File: config.mk
export PLATFORM = sky130hd
export DESIGN_NAME = reg_alu_seq_flat
export DESIGN_NICKNAME = d
export VERILOG_FILES = /design/src/rtl/reg_alu_seq_if.sv /design/src/rtl/reg_alu_seq.sv /design/src/flat_wrapper.sv
export SDC_FILE = /design/constraint.sdc
export NUM_CORES = 1
export LEC_CHECK = 0
export CAP_MARGIN = 20
export CORE_AREA = 2 2 96 98
export CTS_CLUSTER_SIZE = 25
export DETAILED_ROUTE_END_ITERATION = 8
export DIE_AREA = 0 0 98 100
export HOLD_SLACK_MARGIN = 0.08
export PLACE_DENSITY_LB_ADDON = 0.08
export SYNTH_ARGS = -nofsm -noshare
export SYNTH_HDL_FRONTEND = slang
export SYNTH_SLANG_ARGS = --single-unit
File: constraint.sdc
create_clock -name clk -period 3.64 [get_ports clk]
set_clock_uncertainty 0.15 [all_clocks]
set_input_delay 1.092 -clock clk [delete_from_list [all_inputs] [get_ports clk]]
set_output_delay 1.092 -clock clk [all_outputs]
set_load 0.1 [all_outputs]
File: src/rtl/reg_alu_seq_if.sv
// Decoded-instruction channel into the sequencer.
// Valid/ready handshake; fields are sampled only in the accepting cycle.
interface reg_alu_seq_if #(
    parameter int ADSize = 5,
    parameter int DASize = 32,
    parameter int OPSize = 3
);
    logic              in_valid;
    logic              in_ready;
    logic [1:0]        in_type;
    logic [OPSize-1:0] in_op;
    logic [ADSize-1:0] in_rd;
    logic [ADSize-1:0] in_rs1;
    logic [ADSize-1:0] in_rs2;
    logic [DASize-1:0] in_imm;

    modport master (
        output in_valid, in_type, in_op, in_rd, in_rs1, in_rs2, in_imm,
        input  in_ready
    );

    modport slave (
        input  in_valid, in_type, in_op, in_rd, in_rs1, in_rs2, in_imm,
        output in_ready
    );
endinterface

File: src/rtl/reg_alu_seq.sv
// Instruction sequencer driving register-file/ALU controls; REG_ALU_SEQ_OVF_TRAP_EN adds an overflow trap.
// Latency: LOAD retires 2 cycles after accept, ALU 4 cycles, NOP 1 cycle.
// Backpressure: in_ready only in IDLE, so one instruction is in flight at a time.
module reg_alu_seq #(
    parameter int ADSize = 5,
    parameter int DASize = 32,
    parameter int OPSize = 3
) (
    input  logic              clk,
    input  logic              rst,
    reg_alu_seq_if.slave      bus,
    output logic              Write,
    output logic              Read,
    output logic              S,
    output logic [DASize-1:0] DIN,
    output logic [ADSize-1:0] Write_ADDR,
    output logic [ADSize-1:0] Read_ADDR_1,
    output logic [ADSize-1:0] Read_ADDR_2,
    output logic [OPSize-1:0] OP,
    input  logic              Overflow,
    input  logic              ovf_clr,
    output logic              ovf_flag,
    output logic              done,
    output logic [15:0]       retired
);
    localparam logic [1:0] TYPE_NOP  = 2'b00;
    localparam logic [1:0] TYPE_LOAD = 2'b01;
    localparam logic [1:0] TYPE_ALU  = 2'b10;

    typedef enum logic [2:0] {
        IDLE,
        LOAD_WB,
        RD,
        EX,
        ALU_WB
`ifdef REG_ALU_SEQ_OVF_TRAP_EN
        ,
        TRAP
`endif
    } state_t;

    state_t            state;
    logic              write_en;
    logic [ADSize-1:0] rd_q;
    logic              accept;

    assign bus.in_ready = (state == IDLE) && !rst;
    assign accept       = bus.in_valid && bus.in_ready;

`ifdef REG_ALU_SEQ_OVF_TRAP_EN
    // Overflow arrives mid-cycle in ALU_WB, so the destination write is suppressed combinationally.
    assign Write = write_en && !((state == ALU_WB) && Overflow);
`else
    assign Write = write_en;
`endif

    always_ff @(posedge clk or posedge rst) begin
        if (rst) begin
            state       <= IDLE;
            write_en    <= 1'b0;
            Read        <= 1'b0;
            S           <= 1'b0;
            DIN         <= '0;
            Write_ADDR  <= '0;
            Read_ADDR_1 <= '0;
            Read_ADDR_2 <= '0;
            OP          <= '0;
            rd_q        <= '0;
            ovf_flag    <= 1'b0;
            done        <= 1'b0;
            retired     <= '0;
        end else begin
            done <= 1'b0;

            if ((state == ALU_WB) && Overflow) begin
                ovf_flag <= 1'b1;
            end else if (ovf_clr) begin
                ovf_flag <= 1'b0;
            end

            case (state)
                IDLE: begin
                    if (accept) begin
                        case (bus.in_type)
                            TYPE_LOAD: begin
                                write_en   <= 1'b1;
                                S          <= 1'b0;
                                DIN        <= bus.in_imm;
                                Write_ADDR <= bus.in_rd;
                                state      <= LOAD_WB;
                            end
                            TYPE_ALU: begin
                                Read        <= 1'b1;
                                Read_ADDR_1 <= bus.in_rs1;
                                Read_ADDR_2 <= bus.in_rs2;
                                OP          <= bus.in_op;
                                rd_q        <= bus.in_rd;
                                state       <= RD;
                            end
                            TYPE_NOP: begin
                                done    <= 1'b1;
                                retired <= retired + 16'd1;
                            end
                            default: ;
                        endcase
                    end
                end
                LOAD_WB: begin
                    write_en <= 1'b0;
                    done     <= 1'b1;
                    retired  <= retired + 16'd1;
                    state    <= IDLE;
                end
                RD: begin
                    state <= EX;
                end
                EX: begin
                    write_en   <= 1'b1;
                    S          <= 1'b1;
                    Write_ADDR <= rd_q;
                    state      <= ALU_WB;
                end
                ALU_WB: begin
                    write_en <= 1'b0;
                    S        <= 1'b0;
                    Read     <= 1'b0;
`ifdef REG_ALU_SEQ_OVF_TRAP_EN
                    if (Overflow) begin
                        state <= TRAP;
                    end else begin
                        done    <= 1'b1;
                        retired <= retired + 16'd1;
                        state   <= IDLE;
                    end
`else
                    done    <= 1'b1;
                    retired <= retired + 16'd1;
                    state   <= IDLE;
`endif
                end
`ifdef REG_ALU_SEQ_OVF_TRAP_EN
                TRAP: begin
                    if (ovf_clr) begin
                        state <= IDLE;
                    end
                end
`endif
                default: state <= IDLE;
            endcase
        end
    end
endmodule
File: src/flat_wrapper.sv
// flat-port wrapper written by rule: the top's interface ports become plain ports
module reg_alu_seq_flat 
#(
    parameter int ADSize = 5,
    parameter int DASize = 32,
    parameter int OPSize = 3
)
  (clk, rst, Write, Read, S, DIN, Write_ADDR, Read_ADDR_1, Read_ADDR_2, OP, Overflow, ovf_clr, ovf_flag, done, retired, bus_in_valid, bus_in_type, bus_in_op, bus_in_rd, bus_in_rs1, bus_in_rs2, bus_in_imm, bus_in_ready);
  reg_alu_seq_if #(.ADSize(ADSize), .DASize(DASize), .OPSize(OPSize)) bus_i ();
  input  logic clk;
  input  logic rst;
  output logic Write;
  output logic Read;
  output logic S;
  output logic [DASize-1:0] DIN;
  output logic [ADSize-1:0] Write_ADDR;
  output logic [ADSize-1:0] Read_ADDR_1;
  output logic [ADSize-1:0] Read_ADDR_2;
  output logic [OPSize-1:0] OP;
  input  logic Overflow;
  input  logic ovf_clr;
  output logic ovf_flag;
  output logic done;
  output logic [15:0] retired;
  input wire logic [$bits(bus_i.in_valid)-1:0] bus_in_valid;
  input wire logic [$bits(bus_i.in_type)-1:0] bus_in_type;
  input wire logic [$bits(bus_i.in_op)-1:0] bus_in_op;
  input wire logic [$bits(bus_i.in_rd)-1:0] bus_in_rd;
  input wire logic [$bits(bus_i.in_rs1)-1:0] bus_in_rs1;
  input wire logic [$bits(bus_i.in_rs2)-1:0] bus_in_rs2;
  input wire logic [$bits(bus_i.in_imm)-1:0] bus_in_imm;
  output wire logic [$bits(bus_i.in_ready)-1:0] bus_in_ready;
  assign bus_i.in_valid = bus_in_valid;
  assign bus_i.in_type = bus_in_type;
  assign bus_i.in_op = bus_in_op;
  assign bus_i.in_rd = bus_in_rd;
  assign bus_i.in_rs1 = bus_in_rs1;
  assign bus_i.in_rs2 = bus_in_rs2;
  assign bus_i.in_imm = bus_in_imm;
  assign bus_in_ready = bus_i.in_ready;
  reg_alu_seq #(.ADSize(ADSize), .DASize(DASize), .OPSize(OPSize)) u_core (.clk(clk), .rst(rst), .bus(bus_i), .Write(Write), .Read(Read), .S(S), .DIN(DIN), .Write_ADDR(Write_ADDR), .Read_ADDR_1(Read_ADDR_1), .Read_ADDR_2(Read_ADDR_2), .OP(OP), .Overflow(Overflow), .ovf_clr(ovf_clr), .ovf_flag(ovf_flag), .done(done), .retired(retired));
endmodule
Wiring by layer:
Scale: 4 px per um.
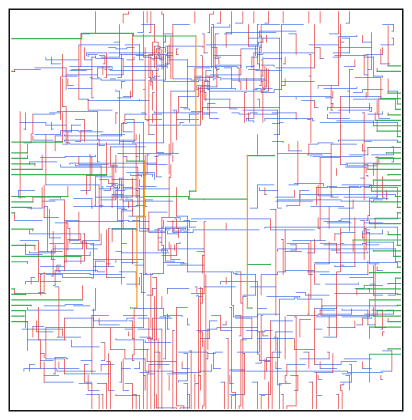
colour	layer	wire length
blue	met1	3200 um
orange	met4	115 um
green	met3	469 um
red	met2	3140 um

Clock wiring as the flow saved it:
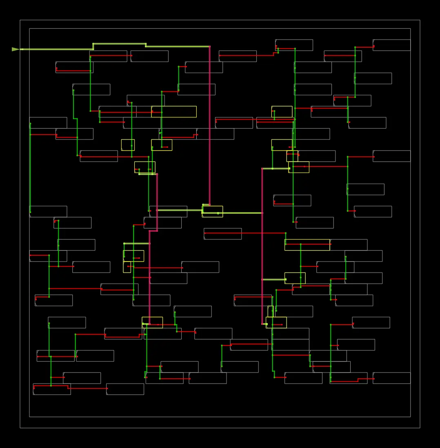
CTS buffer count: 9
CLK BUF: 11

==> impl_metrics.tcl <==
# metrics dict for downstream scripts
set metrics [dict create \
    regArea_um2 1980 \
    hold_viol 0 \
    synth_xor_xnor_area_share 0.0386 \
    adder_share 0.0147 \
    sh_seq_area 0.407 \
    synthToLayoutAreaGrowth_pct 42.6 \
    reg_top3 "u_core.DIN: 32 flops, u_core.retired: 16 flops" \
    diodes 0 \
    syn-num-nets 298 \
    fin_setup_tns_ns 0 \
    warning_count 28 \
    ff_type "dfrtp_1" \
    postRouteAntennaNets 0 \
    num_tap_cells 111 \
    grt-busiest-layer "met2" \
    rrSetupSlack_ns 1.60 \
    clk_pin_slew_ns 0.07 \
    grt_first_pass_wirelength_mm 11.4 \
    port_buffers 128 \
    synthAoiAreaFrac 0.0338 \
    dieHeight_um 100 \
    antenna_found_initial 0 \
    routabilityCongestion 0.692 \
    status "completed" \
    ctsHtreeMaxLevel 3 \
    ys_types 38 \
    crit_path_start "rst" \
    vias 2298 \
    reg2reg_from "u_core.state[2]" \
    fin_crit_sh 0.911 \
    crit_buf_inv 2 \
    largest_reg_flops 32 \
    numSynthFlops 79 \
    gr-total-overflow 0 \
]
PDN straps and rails:
Scale: 4 px per um. Pins as bars on the die edge. Tap cells in grey.
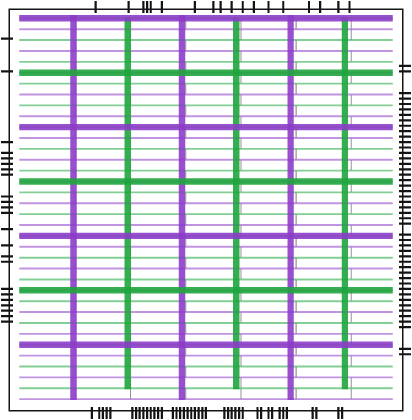
colour	net
green	VDD
purple	VSS
met5 straps	7
tap cells	111
rows	35
met1 rails	36
signal pins	129

per-stage QoR:
stage          cell area (um^2)  instances  hold WS [ns]   util
2_1_floorplan              3420        237         0.327      -
3_3_place_gp               4630        470         0.308  0.521
3_5_place_dp               4630        470         0.316  0.521
4_1_cts                    4850        486         0.326  0.546
5_1_grt                    4850        486         0.344  0.546
6_report                   4850        486         0.325  0.546
cells in the final DEF (no fill, tap or decap), types with 4 or more instances in the layout:
cell	synthesis	layout
nand2_1	6	6
xnor2_1	5	5
nand4_1	6	6
clkdlybuf4s50_1	0	56
nand3_1	5	5
inv_1	9	8
xor2_1	10	10
and3_1	4	4
nor3_1	6	6
dfrtp_1	79	79
mux2_2	59	59
clkbuf_8	0	10
buf_4	4	73
ha_1	4	4
